--- config.mk ---
export PLATFORM = sky130hd
export DESIGN_NAME = multi_cycle_proc_ls
export DESIGN_NICKNAME = d
export VERILOG_FILES = /design/src/rtl/multi_cycle_proc_ls.sv
export SDC_FILE = /design/constraint.sdc
export NUM_CORES = 1
export LEC_CHECK = 0
export CAP_MARGIN = 10
export CELL_PAD_IN_SITES_DETAIL_PLACEMENT = 0
export CELL_PAD_IN_SITES_GLOBAL_PLACEMENT = 2
export CORE_MARGIN = 3
export CORE_UTILIZATION = 23
export CTS_CLUSTER_DIAMETER = 200
export DETAILED_ROUTE_END_ITERATION = 10
export PLACE_DENSITY_LB_ADDON = 0.1
export SLEW_MARGIN = 25
export SYNTH_ARGS = -nofsm -noshare
export SYNTH_HDL_FRONTEND = slang
export SYNTH_SLANG_ARGS = --single-unit
--- constraint.sdc ---
create_clock -name CLK -period 2.15 [get_ports CLK]
set_input_delay 0.215 -clock CLK [delete_from_list [all_inputs] [get_ports CLK]]
set_output_delay 0.215 -clock CLK [all_outputs]
set_load 0.005 [all_outputs]
--- src/rtl/multi_cycle_proc_ls.sv ---
// Multi-cycle in-order core, one instruction in flight: FETCH -> EXEC -> (MEM_REQ -> MEM_WAIT) -> WB.
// Latency: JUMP 2, ARITH 3, STORE 3, LOAD 4 + response latency cycles (all ready inputs high).
// Backpressure: any __RDY low holds the current state; every latched field stays stable while stalled.
//
// Ports:
//   CLK, nRST                       clock, asynchronous active-low reset
//   pgm_read_pc / pgm_read*         instruction fetch address, word and valid
//   dec_inst / dec_*                instruction to decoder (combinational), decoded fields back
//   rf_read*/rf_write*              two register read ports, one write port
//   exec_basicExec*                 ALU operands out, packed {data, addr, nextPC} result in
//   dmem_request*/dmem_response*    data memory request (load/store) and load response
//   instret                         retired-instruction counter, present only when
//                                   MULTI_CYCLE_PROC_INSTRET_EN is defined
module multi_cycle_proc_ls #(
    parameter int                    DATA_WIDTH     = 32,
    parameter int                    REG_ADDR_WIDTH = 5,
    parameter logic [DATA_WIDTH-1:0] RESET_PC       = '0
) (
    input  logic                      CLK,
    input  logic                      nRST,
    // program memory and decoder
    output logic [DATA_WIDTH-1:0]     pgm_read_pc,
    input  logic [DATA_WIDTH-1:0]     pgm_read,
    input  logic                      pgm_read__RDY,
    output logic [DATA_WIDTH-1:0]     dec_inst,
    input  logic [1:0]                dec_op,
    input  logic [3:0]                dec_arithOp,
    input  logic [REG_ADDR_WIDTH-1:0] dec_src1,
    input  logic [REG_ADDR_WIDTH-1:0] dec_src2,
    input  logic [REG_ADDR_WIDTH-1:0] dec_dst,
    input  logic                      dec__RDY,
    // register file
    output logic [REG_ADDR_WIDTH-1:0] rf_read1_regnum,
    output logic [REG_ADDR_WIDTH-1:0] rf_read2_regnum,
    input  logic [DATA_WIDTH-1:0]     rf_read1,
    input  logic [DATA_WIDTH-1:0]     rf_read2,
    input  logic                      rf_read__RDY,
    output logic                      rf_write__ENA,
    output logic [REG_ADDR_WIDTH-1:0] rf_write_regnum,
    output logic [DATA_WIDTH-1:0]     rf_write_regval,
    input  logic                      rf_write__RDY,
    // execute unit
    output logic [3:0]                exec_basicExec_op,
    output logic [DATA_WIDTH-1:0]     exec_basicExec_src1,
    output logic [DATA_WIDTH-1:0]     exec_basicExec_src2,
    input  logic [3*DATA_WIDTH-1:0]   exec_basicExec,
    input  logic                      exec_basicExec__RDY,
    // data memory
    output logic                      dmem_request__ENA,
    output logic                      dmem_request_write_en,
    output logic [DATA_WIDTH-1:0]     dmem_request_addr,
    output logic [DATA_WIDTH-1:0]     dmem_request_data,
    input  logic                      dmem_request__RDY,
    input  logic                      dmem_response__ENA,
    input  logic [DATA_WIDTH-1:0]     dmem_response
`ifdef MULTI_CYCLE_PROC_INSTRET_EN
    ,
    output logic [31:0]               instret
`endif
);

    // Instruction classes as produced by the decoder.
    localparam logic [1:0] OP_ARITH = 2'd0;
    localparam logic [1:0] OP_LOAD  = 2'd1;
    localparam logic [1:0] OP_STORE = 2'd2;
    localparam logic [1:0] OP_JUMP  = 2'd3;

    typedef enum logic [2:0] {
        S_FETCH    = 3'd0,
        S_EXEC     = 3'd1,
        S_MEM_REQ  = 3'd2,
        S_MEM_WAIT = 3'd3,
        S_WB       = 3'd4
    } state_t;

    // Execute-unit result, nextPC in the least significant bits.
    typedef struct packed {
        logic [DATA_WIDTH-1:0] data;
        logic [DATA_WIDTH-1:0] addr;
        logic [DATA_WIDTH-1:0] next_pc;
    } exec_res_t;

    state_t                    state_q;
    state_t                    state_d;
    exec_res_t                 exec_res;

    logic [DATA_WIDTH-1:0]     pc_q;
    logic [1:0]                op_q;
    logic [3:0]                arith_op_q;
    logic [REG_ADDR_WIDTH-1:0] src1_q;
    logic [REG_ADDR_WIDTH-1:0] src2_q;
    logic [REG_ADDR_WIDTH-1:0] dst_q;
    // data_q holds the ALU result and is overwritten by the load response,
    // so it is always the value written back in WB.
    logic [DATA_WIDTH-1:0]     data_q;
    logic [DATA_WIDTH-1:0]     addr_q;
    logic [DATA_WIDTH-1:0]     next_pc_q;
    logic [DATA_WIDTH-1:0]     store_dat_q;

    logic                      fetch_ld;
    logic                      exec_ld;
    logic                      resp_ld;
    logic                      retire;
    logic                      dst_is_zero;

    assign exec_res    = exec_basicExec;
    assign dst_is_zero = (dst_q == '0);

    // ------------------------------------------------------------------
    // State register
    // ------------------------------------------------------------------
    always_ff @(posedge CLK or negedge nRST) begin
        if (!nRST) begin
            state_q <= S_FETCH;
        end else begin
            state_q <= state_d;
        end
    end

    // ------------------------------------------------------------------
    // Next-state and load-enable logic
    // ------------------------------------------------------------------
    always_comb begin
        state_d  = state_q;
        fetch_ld = 1'b0;
        exec_ld  = 1'b0;
        resp_ld  = 1'b0;
        retire   = 1'b0;
        case (state_q)
            S_FETCH: begin
                if (pgm_read__RDY && dec__RDY) begin
                    fetch_ld = 1'b1;
                    state_d  = S_EXEC;
                end
            end
            S_EXEC: begin
                if (rf_read__RDY && exec_basicExec__RDY) begin
                    exec_ld = 1'b1;
                    case (op_q)
                        OP_ARITH: state_d = S_WB;
                        OP_LOAD,
                        OP_STORE: state_d = S_MEM_REQ;
                        default: begin
                            // JUMP retires straight out of EXEC.
                            state_d = S_FETCH;
                            retire  = 1'b1;
                        end
                    endcase
                end
            end
            S_MEM_REQ: begin
                if (dmem_request__RDY) begin
                    if (op_q == OP_STORE) begin
                        state_d = S_FETCH;
                        retire  = 1'b1;
                    end else begin
                        state_d = S_MEM_WAIT;
                    end
                end
            end
            S_MEM_WAIT: begin
                if (dmem_response__ENA) begin
                    resp_ld = 1'b1;
                    state_d = S_WB;
                end
            end
            S_WB: begin
                // A write to x0 is suppressed and needs no handshake.
                if (dst_is_zero || rf_write__RDY) begin
                    state_d = S_FETCH;
                    retire  = 1'b1;
                end
            end
            default: begin
                state_d = S_FETCH;
            end
        endcase
    end

    // ------------------------------------------------------------------
    // Program counter: on a JUMP the nextPC is taken directly from the
    // execute result because it is being latched on the same edge.
    // ------------------------------------------------------------------
    always_ff @(posedge CLK or negedge nRST) begin
        if (!nRST) begin
            pc_q <= RESET_PC;
        end else if (retire) begin
            pc_q <= (state_q == S_EXEC) ? exec_res.next_pc : next_pc_q;
        end
    end

    // ------------------------------------------------------------------
    // Decoded-field latches
    // ------------------------------------------------------------------
    always_ff @(posedge CLK or negedge nRST) begin
        if (!nRST) begin
            op_q       <= '0;
            arith_op_q <= '0;
            src1_q     <= '0;
            src2_q     <= '0;
            dst_q      <= '0;
        end else if (fetch_ld) begin
            op_q       <= dec_op;
            arith_op_q <= dec_arithOp;
            src1_q     <= dec_src1;
            src2_q     <= dec_src2;
            dst_q      <= dec_dst;
        end
    end

    // ------------------------------------------------------------------
    // Execute-result and memory-data latches
    // ------------------------------------------------------------------
    always_ff @(posedge CLK or negedge nRST) begin
        if (!nRST) begin
            data_q      <= '0;
            addr_q      <= '0;
            next_pc_q   <= '0;
            store_dat_q <= '0;
        end else if (exec_ld) begin
            data_q      <= exec_res.data;
            addr_q      <= exec_res.addr;
            next_pc_q   <= exec_res.next_pc;
            store_dat_q <= rf_read2;
        end else if (resp_ld) begin
            data_q      <= dmem_response;
        end
    end

`ifdef MULTI_CYCLE_PROC_INSTRET_EN
    always_ff @(posedge CLK or negedge nRST) begin
        if (!nRST) begin
            instret <= '0;
        end else if (retire) begin
            instret <= instret + 32'd1;
        end
    end
`endif

    // ------------------------------------------------------------------
    // Outputs: registered state or pure functions of it, except the
    // decoder and ALU operand paths which are direct pass-throughs.
    // ------------------------------------------------------------------
    assign pgm_read_pc           = pc_q;
    assign dec_inst              = pgm_read;

    assign rf_read1_regnum       = src1_q;
    assign rf_read2_regnum       = src2_q;
    assign rf_write__ENA         = (state_q == S_WB) && !dst_is_zero;
    assign rf_write_regnum       = dst_q;
    assign rf_write_regval       = data_q;

    assign exec_basicExec_op     = arith_op_q;
    assign exec_basicExec_src1   = rf_read1;
    assign exec_basicExec_src2   = rf_read2;

    assign dmem_request__ENA     = (state_q == S_MEM_REQ);
    assign dmem_request_write_en = (state_q == S_MEM_REQ) && (op_q == OP_STORE);
    assign dmem_request_addr     = addr_q;
    assign dmem_request_data     = store_dat_q;

endmodule

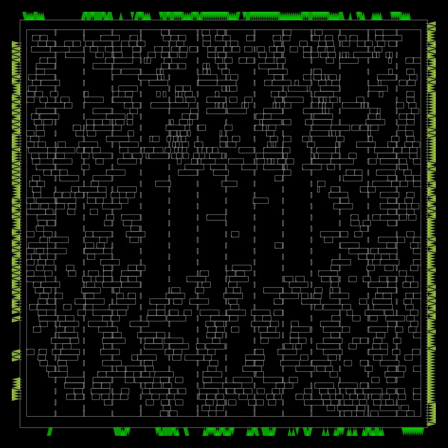
Figure 1: run 1, cell outlines without signal wires.
sequential cell count of the final layout: 184
standard-cell row count: 69
number of standard cells in the layout, taps in and fillers out: 1386
share of cell area taken by flip-flops and latches: 36.14%
core area: 35910 sq um

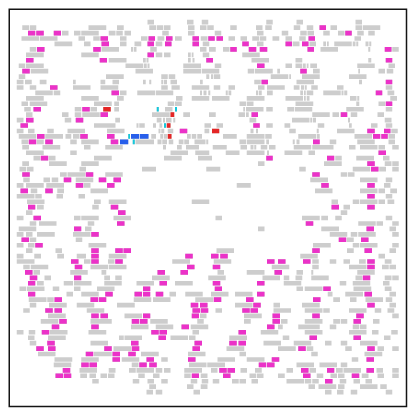
Figure 2: run 1, gate-type map.
Drawn at 2 px/um.
Key: multiplexers = magenta [cells 214, where spread over the die]; AND and OR gates = red [cells 5]; adder and majority cells = blue [cells 3]; inverters = cyan [cells 5]
Commonest Layout Cell: sky130_fd_sc_hd__clkdlybuf4s50_1
Comb area share: 22.97%

==> GITHUB_STEP_SUMMARY, run 1 <==
### Yosys + OpenROAD results

| Metric | Value |
|---|---|
| Final tally of max-slew violations | 0 |
| Dpl cell area | about 12000 sq um |
| Clock group total power | between 3 and 4 mW |
| Number of fillers in the final layout | approximately 3500 |
| Remaining routing DRC violations | 0 |
| Average vias per placed instance | ~4.2 |
| Synth Instances | between 600 and 700 |
| Critical path's top delay family | simple AND/OR/NAND/NOR gates |
| Tightest Pin Transition | roughly 580 ps |
| Final #Nets | about 1200 |
| Setup slack after placement | around 170 ps |
| Max-Cap Viols | 0 |
| Insertion delay to the later sink of the worst-skew pair | between 400 and 500 ps |
| Flop+latch power | 6.11 mW |
| Clock tree from TritonCTS | done |
| Final Instance Area | roughly 13000 sq um |
| Library cell occupying the most area in the post-synthesis netlist | sky130_fd_sc_hd__dfrtp_1 |
| Maximum number of pins on one net before global-route repair | between 60 and 70 |
| Layout overhead on the synthesized area | 50.49% |
| Period utilisation layout | approximately 94% |
| Detail Route Antenna Nets | 0 |
| Count of port buffers added during placement | between 300 and 400 |
| Die y size | approximately 200 um |
| Async set-or-reset flop fraction in the synthesized netlist | 100.0% |
| Max rail drop VDD | approximately 0.53 mV |
| Wire length of the first global-routing pass | a little under 40 mm |
| Final period demand of the worst path | 2021 ps |
| Cell types with the largest area share after synthesis | sky130_fd_sc_hd__dfrtp_1 54%, sky130_fd_sc_hd__mux2_2 23%, sky130_fd_sc_hd__buf_4 9.6% |
| Number of optimization iterations in the first detailed-route pass | 4 |
| Count of buffers added by post-CTS timing repair for setup | 0 |
| Required time at the worst-slack endpoint | 1930 ps |
| Largest clock skew in the final design | ~8.6 ps |
| Number of H-tree levels | 4 |
| Die x size | just under 200 um |
| Post_cts resized | 5 |
| Yosys warning count | 0 |
| Grt ovf | 0 |
| Worst-case reg-to-reg path depth | 5 |
| Count of instantiated cells in the yosys netlist | between 600 and 700 |
| DIE AREA | just under 40000 sq um |
| Most frequently placed logic cells in the final layout | 368 x sky130_fd_sc_hd__clkdlybuf4s50_1, 184 x sky130_fd_sc_hd__dfrtp_1, 174 x sky130_fd_sc_hd__mux2_2, 34 x sky130_fd_sc_hd__nor2_1, 33 x sky130_fd_sc_hd__a21oi_1 |
| Setup repair after global routing missed its margin | yes |
| Startpoint of the lowest-slack register-to-register path | state_q[2] |
| Initial detailed-routing violation count | 136 |
| Main combinational cell family by area after synthesis | multiplexers |
| Capture point of the worst reg-to-reg path | pgm_read_pc[24] |
| Simple Share, Synth | between 2 and 3% |
| Category of the most critical setup path | flip-flop to output pin |
| Category of the worst setup path launch point | flip-flop |
| Number of buffers and inverters on the critical path | 2 |
| Total clock buffers created by CTS | 17 |
| Final Hold Violation Tally | 0 |
| Post-Synth XOR/XNOR Area | 0% |
| Largest type area fraction | 54.39% |
| Weighted congestion reported at the end of routability-driven placement | approximately 0.74 |
| Final HPWL from detailed placement | about 20 mm |
| Result of the run | finished, final reports clean |
| Power consumption | approximately 17 mW |
| Area of the mapped netlist | about 8500 sq um |
| # hold bufs at CTS | 1 |
| Io pins | 500 |
| Leakage power | slightly above 5 nW |
| Mean instance size in the synthesized netlist | 13.46 sq um |
| Yosys Chip Area | around 8500 sq um |
| Portion of total power attributed to the clock network | ~21% |
| Reg clk slew, reported paths | around 70 ps |
| Data arrival time of the critical path | between 1500 and 2000 ps |
| Pre-placement core utilization | a little under a quarter |
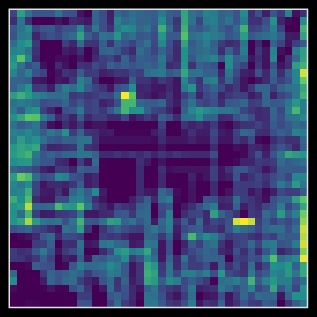
Figure 3: run 1, routed metal per tile.
Drawn at 1.5 px/um. 40 x 40 tiles, from dark purple (low) to yellow (high), scaled to the fullest tile. Values are wire area over tile area, all layers added.
7.6% of the tiles are over half the peak. The fullest tile reaches 0.46. The mean over all tiles is 0.11.
Post-Route WL: 26.27 mm
average routed wire per standard cell: 18.95 um
total global routing track utilization: 13.07%
number of vias after detailed routing: 5775

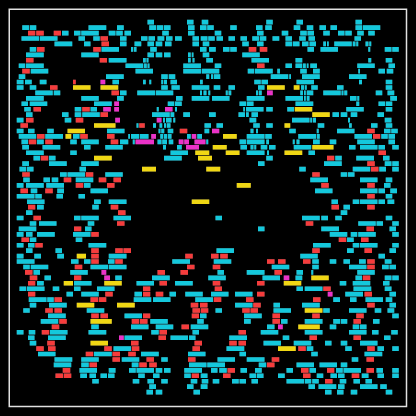
Figure 4: run 1, cell sizes after repair.
Drawn at 2 px/um.
Key: drive 3 to 4 = magenta [cells 22, share 2.4%]; drive 1 or less = cyan [cells 691, share 75%]; drive 2 = red [cells 176, share 19%]; drive 6 and up = yellow [cells 34, share 3.7%]

[run 1: how the worst max path moves through the flow]
stage / start / endpoint / slack, ps / depth (start not counted)
floorplan: state_q[0] / pgm_read_pc[11] / 240 / 7
global placement: rf_write_regnum[0] / rf_write__ENA / 170 / 4
detailed placement: rf_write_regnum[0] / rf_write__ENA / 170 / 4
CTS: rf_write_regnum[0] / rf_write__ENA / 20 / 4
global route: state_q[2] / rf_write__ENA / -0.3 / 4
finish: rf_write_regnum[0] / rf_write__ENA / 130 / 4
[run 1: sequential cells by signal (all words and copies together), names as in the netlist, 5 cells and up]
register and count:
dmem_request_addr 32, dmem_request_data 32, next_pc_q 32, pgm_read_pc 32
rf_read1_regnum 5, rf_read2_regnum 5, rf_write_regnum 5, rf_write_regval 32
[run 1: per-stage QoR]
step | std cells | utilization (%)
3_3_place_gp | 1349 | 33.57
4_1_cts | 1382 | 35.39
5_1_grt | 1385 | 35.47
3_5_place_dp | 1349 | 33.57
2_1_floorplan | 629 | -
6_report | 1386 | 35.47
[run 1: routing by layer]
| layer | global-route usage, % | part of all wire [%] | up-vias |
|---|---|---|---|
| met2 | 22.99 | 51 | 247 |
| met1 | 13.91 | 37 | 2817 |
| met4 | 5.295 | 2.7 | 2 |
| met5 | 0 | 0.042 | - |
| met3 | 5.428 | 9.2 | 66 |
| li1 | - | - | 2643 |
[run 1: cell type report]
class | instances | area [sq um] | area share, %
diodes | 2 | 5.005 | 0.03929
clock buffers | 19 | 442.9 | 3.477
clock inverters | 13 | 192.7 | 1.512
inverters | 5 | 18.77 | 0.1473
multi-input cells | 311 | 2927 | 22.97
flip-flops and latches | 184 | 4604 | 36.14
well taps | 461 | 576.8 | 4.528
repair buffers | 391 | 3973 | 31.18
--- run 2 (diff from run 1) ---
--- a/config.mk
+++ b/config.mk
@@ -8,7 +8,7 @@
 export CAP_MARGIN = 10
 export CELL_PAD_IN_SITES_DETAIL_PLACEMENT = 0
 export CELL_PAD_IN_SITES_GLOBAL_PLACEMENT = 2
-export CORE_MARGIN = 3
+export CORE_MARGIN = 4
 export CORE_UTILIZATION = 23
 export CTS_CLUSTER_DIAMETER = 200
 export DETAILED_ROUTE_END_ITERATION = 10
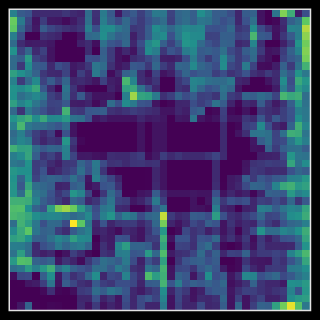
Figure 5: run 2, routed metal per tile.
Drawn at 1.5 px/um. 40 x 40 tiles, from dark purple (low) to yellow (high), scaled to the fullest tile. Values are wire area over tile area, all layers added.
8.5% of the tiles are over half the peak. 13% of the tiles are nearly empty. The mean over all tiles is 0.11. The emptiest ninth of the die: centre. The fullest tile reaches 0.47.

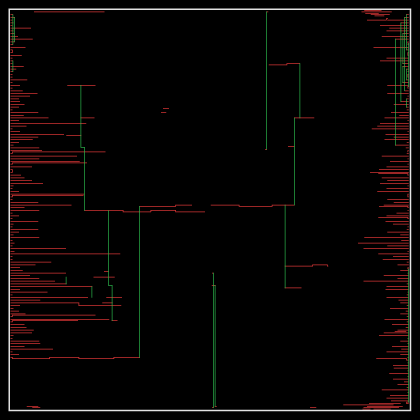
Figure 6: run 2, metal layers overlaid.
Drawn at 2 px/um. Two of the layers only.
Key: met3 = red [wire length 2830 um]; met4 = green [wire length 815 um]
average routed wire per standard cell: 18.48 um
Post-Route WL: 25.74 mm
total global routing track utilization: 12.32%

==> GITHUB_STEP_SUMMARY, run 2 <==
### Yosys + OpenROAD results

| Metric | Value |
|---|---|
| Mean instance size in the synthesized netlist | 13.46 sq um (unchanged) |
| Final standard cell utilization of the core | 35.05% (was 35.47%) |
| Final tally of max-slew violations | 0 (unchanged) |
| Yosys warning count | 0 (unchanged) |
| Reg clk slew, reported paths | 80 ps (was 70 ps) |
| Tightest Pin Transition | 533.6 ps (was 579.2 ps) |
| Number of buffers and inverters on the critical path | 2 (unchanged) |
| Detail Route Antenna Nets | 0 (unchanged) |
| Remaining routing DRC violations | 0 (unchanged) |
| Endpoint type of the worst setup path | output pin (unchanged) |
| Insertion delay to the later sink of the worst-skew pair | 450 ps (was 440 ps) |
| Placed insts | 1358 (was 1349) |
| Yosys Chip Area | 8466 sq um (unchanged) |
| Final period demand of the worst path | 2044 ps (was 2021 ps) |
| Number of optimization iterations in the first detailed-route pass | 4 (unchanged) |
| Max-Cap Viols | 0 (unchanged) |
| Io pins | 500 (unchanged) |
| Synth Instances | 629 (unchanged) |
| Initial detailed-routing violation count | 86 (was 136) |
| Count of buffers added by post-CTS timing repair for setup | 2 (was 0) |
| Library cell occupying the most area in the post-synthesis netlist | sky130_fd_sc_hd__dfrtp_1 (unchanged) |
| Largest clock skew in the final design | 16.13 ps (was 8.648 ps) |
| Result of the run | finished, final reports clean (unchanged) |
| # hold bufs at CTS | 1 (unchanged) |
| Number of H-tree levels | 4 (unchanged) |
| Number of fillers in the final layout | 3538 (was 3537) |
| Clock tree from TritonCTS | done (unchanged) |
| Largest type area fraction | 54.39% (unchanged) |
| Maximum clock frequency | 0.4892 GHz (was 0.4948 GHz) |
| Area of the mapped netlist | 8466 sq um (unchanged) |
| Grt ovf | 0 (unchanged) |
| Required time at the worst-slack endpoint | 1930 ps (about the same) |
| Die y size | 199.9 um (was 197.9 um) |
| Final-layout setup total negative slack | 0 ps (unchanged) |
| Power consumption | 16.59 mW (was 16.61 mW) |
| Commonest Layout Cell | sky130_fd_sc_hd__clkdlybuf4s50_1 (unchanged) |
| Async set-or-reset flop fraction in the synthesized netlist | 100.0% (unchanged) |
| Maximum number of pins on one net before global-route repair | 66 (was 65) |
| Cell types with the largest area share after synthesis | sky130_fd_sc_hd__dfrtp_1 54%, sky130_fd_sc_hd__mux2_2 23%, sky130_fd_sc_hd__buf_4 9.6% (unchanged) |
| Number of vias after detailed routing | 5770 (was 5775) |
| Number of standard cells in the layout, taps in and fillers out | 1393 (was 1386) |
| Layout overhead on the synthesized area | 50.84% (was 50.49%) |
| Average vias per placed instance | 4.142 (was 4.167) |
| Final Hold Violation Tally | 0 (unchanged) |
| Critical path's top delay family | simple AND/OR/NAND/NOR gates (unchanged) |
| Category of the worst setup path launch point | flip-flop (unchanged) |
| Pre-placement core utilization | 23.23% (was 23.57%) |
| Post_cts resized | 5 (unchanged) |
| Dpl cell area | 12090 sq um (was 12060 sq um) |
| Data arrival time of the critical path | 1830 ps (was 1810 ps) |
| Period utilisation layout | 95.07% (was 94.01%) |
| Setup repair after global routing missed its margin | no (was yes) |
| Count of port buffers added during placement | 371 (unchanged) |
| Die x size | 199.9 um (was 197.9 um) |
| Category of the most critical setup path | flip-flop to output pin (unchanged) |
| Most frequently placed logic cells in the final layout | 369 x sky130_fd_sc_hd__clkdlybuf4s50_1, 184 x sky130_fd_sc_hd__dfrtp_1, 174 x sky130_fd_sc_hd__mux2_2, 34 x sky130_fd_sc_hd__nor2_1, 33 x sky130_fd_sc_hd__a21oi_1 (was 368 x sky130_fd_sc_hd__clkdlybuf4s50_1, 184 x sky130_fd_sc_hd__dfrtp_1, 174 x sky130_fd_sc_hd__mux2_2, 34 x sky130_fd_sc_hd__nor2_1, 33 x sky130_fd_sc_hd__a21oi_1) |
| Count of instantiated cells in the yosys netlist | 629 (unchanged) |
| Setup slack after placement | 130.9 ps (was 170.4 ps) |
| Leakage power | 5.118 nW (was 5.122 nW) |
| Core area | 36430 sq um (was 35910 sq um) |
| Weighted congestion reported at the end of routability-driven placement | 0.7599 (was 0.7425) |
| Setup crit start | rf_write_regnum[0] (unchanged) |
| Final HPWL from detailed placement | 19.78 mm (was 20.41 mm) |
| Wire length of the first global-routing pass | 37.78 mm (was 38.84 mm) |
| DIE AREA | 39940 sq um (was 39140 sq um) |
==> run 2: cell counts after synthesis <==
No cell type changed its count.
==> run 2: layout make-up <==
cell class / count / area [sq um] / area share (%)
Multi-Input combinational cell: 311 / 2937 / 23.00
Inverter: 5 / 18.77 / 0.1470
Clock buffer: 19 / 452.9 / 3.547
Tap cell: 468 / 585.6 / 4.586
Clock inverter: 13 / 180.2 / 1.411
Timing Repair Buffer: 392 / 3989 / 31.24
Sequential cell: 184 / 4604 / 36.06
Antenna cell: 1 / 2.502 / 0.01960
==> run 2: layer usage <==
layer	vias up	GRT usage [%]	share of wire [%]
li1	2656	-	-
met1	2762	13.38	37
met2	294	20.52	49
met3	54	6.093	11
met4	4	5.233	3.2
met5	-	0	0.082
==> run 2: logic make-up (layout without fill, tap and decap cells) <==
kind of cell,Yosys count,in the layout,share of synthesized area [%]
AOI/OAI and AO/OA,43,43,2.882
buffers and inverters,134,429,11.41
other,0,1,0
and+or+nand+nor,51,51,2.882
muxes,214,214,27.99
DFF,184,184,54.39
adders and majority gates,3,3,0.4434
==> run 2: where the power goes <==
group	internal, mW	switching (mW)
registers	5.19	0.941
clock network	1.93	1.46
logic	4.70	2.38
total	11.8	4.78
==> run 2: path summary, 6_finish.rpt <==
| check | to | slack (ps) | cells past startpoint |
|---|---|---|---|
| worst max-delay path | rf_write__ENA | 110 | 4 |
| worst min-delay path | next_pc_q[31] | 330 | 2 |
| worst max register to register | next_pc_q[16] | 130 | 5 |
| worst min register to register | pgm_read_pc[27] | 500 | 1 |
| max in group asynchronous | dmem_request_data[5] | 1150 | 3 |
| min in group CLK | dmem_request_addr[1] | 380 | 2 |
Power is estimated from default activity; no workload was simulated.
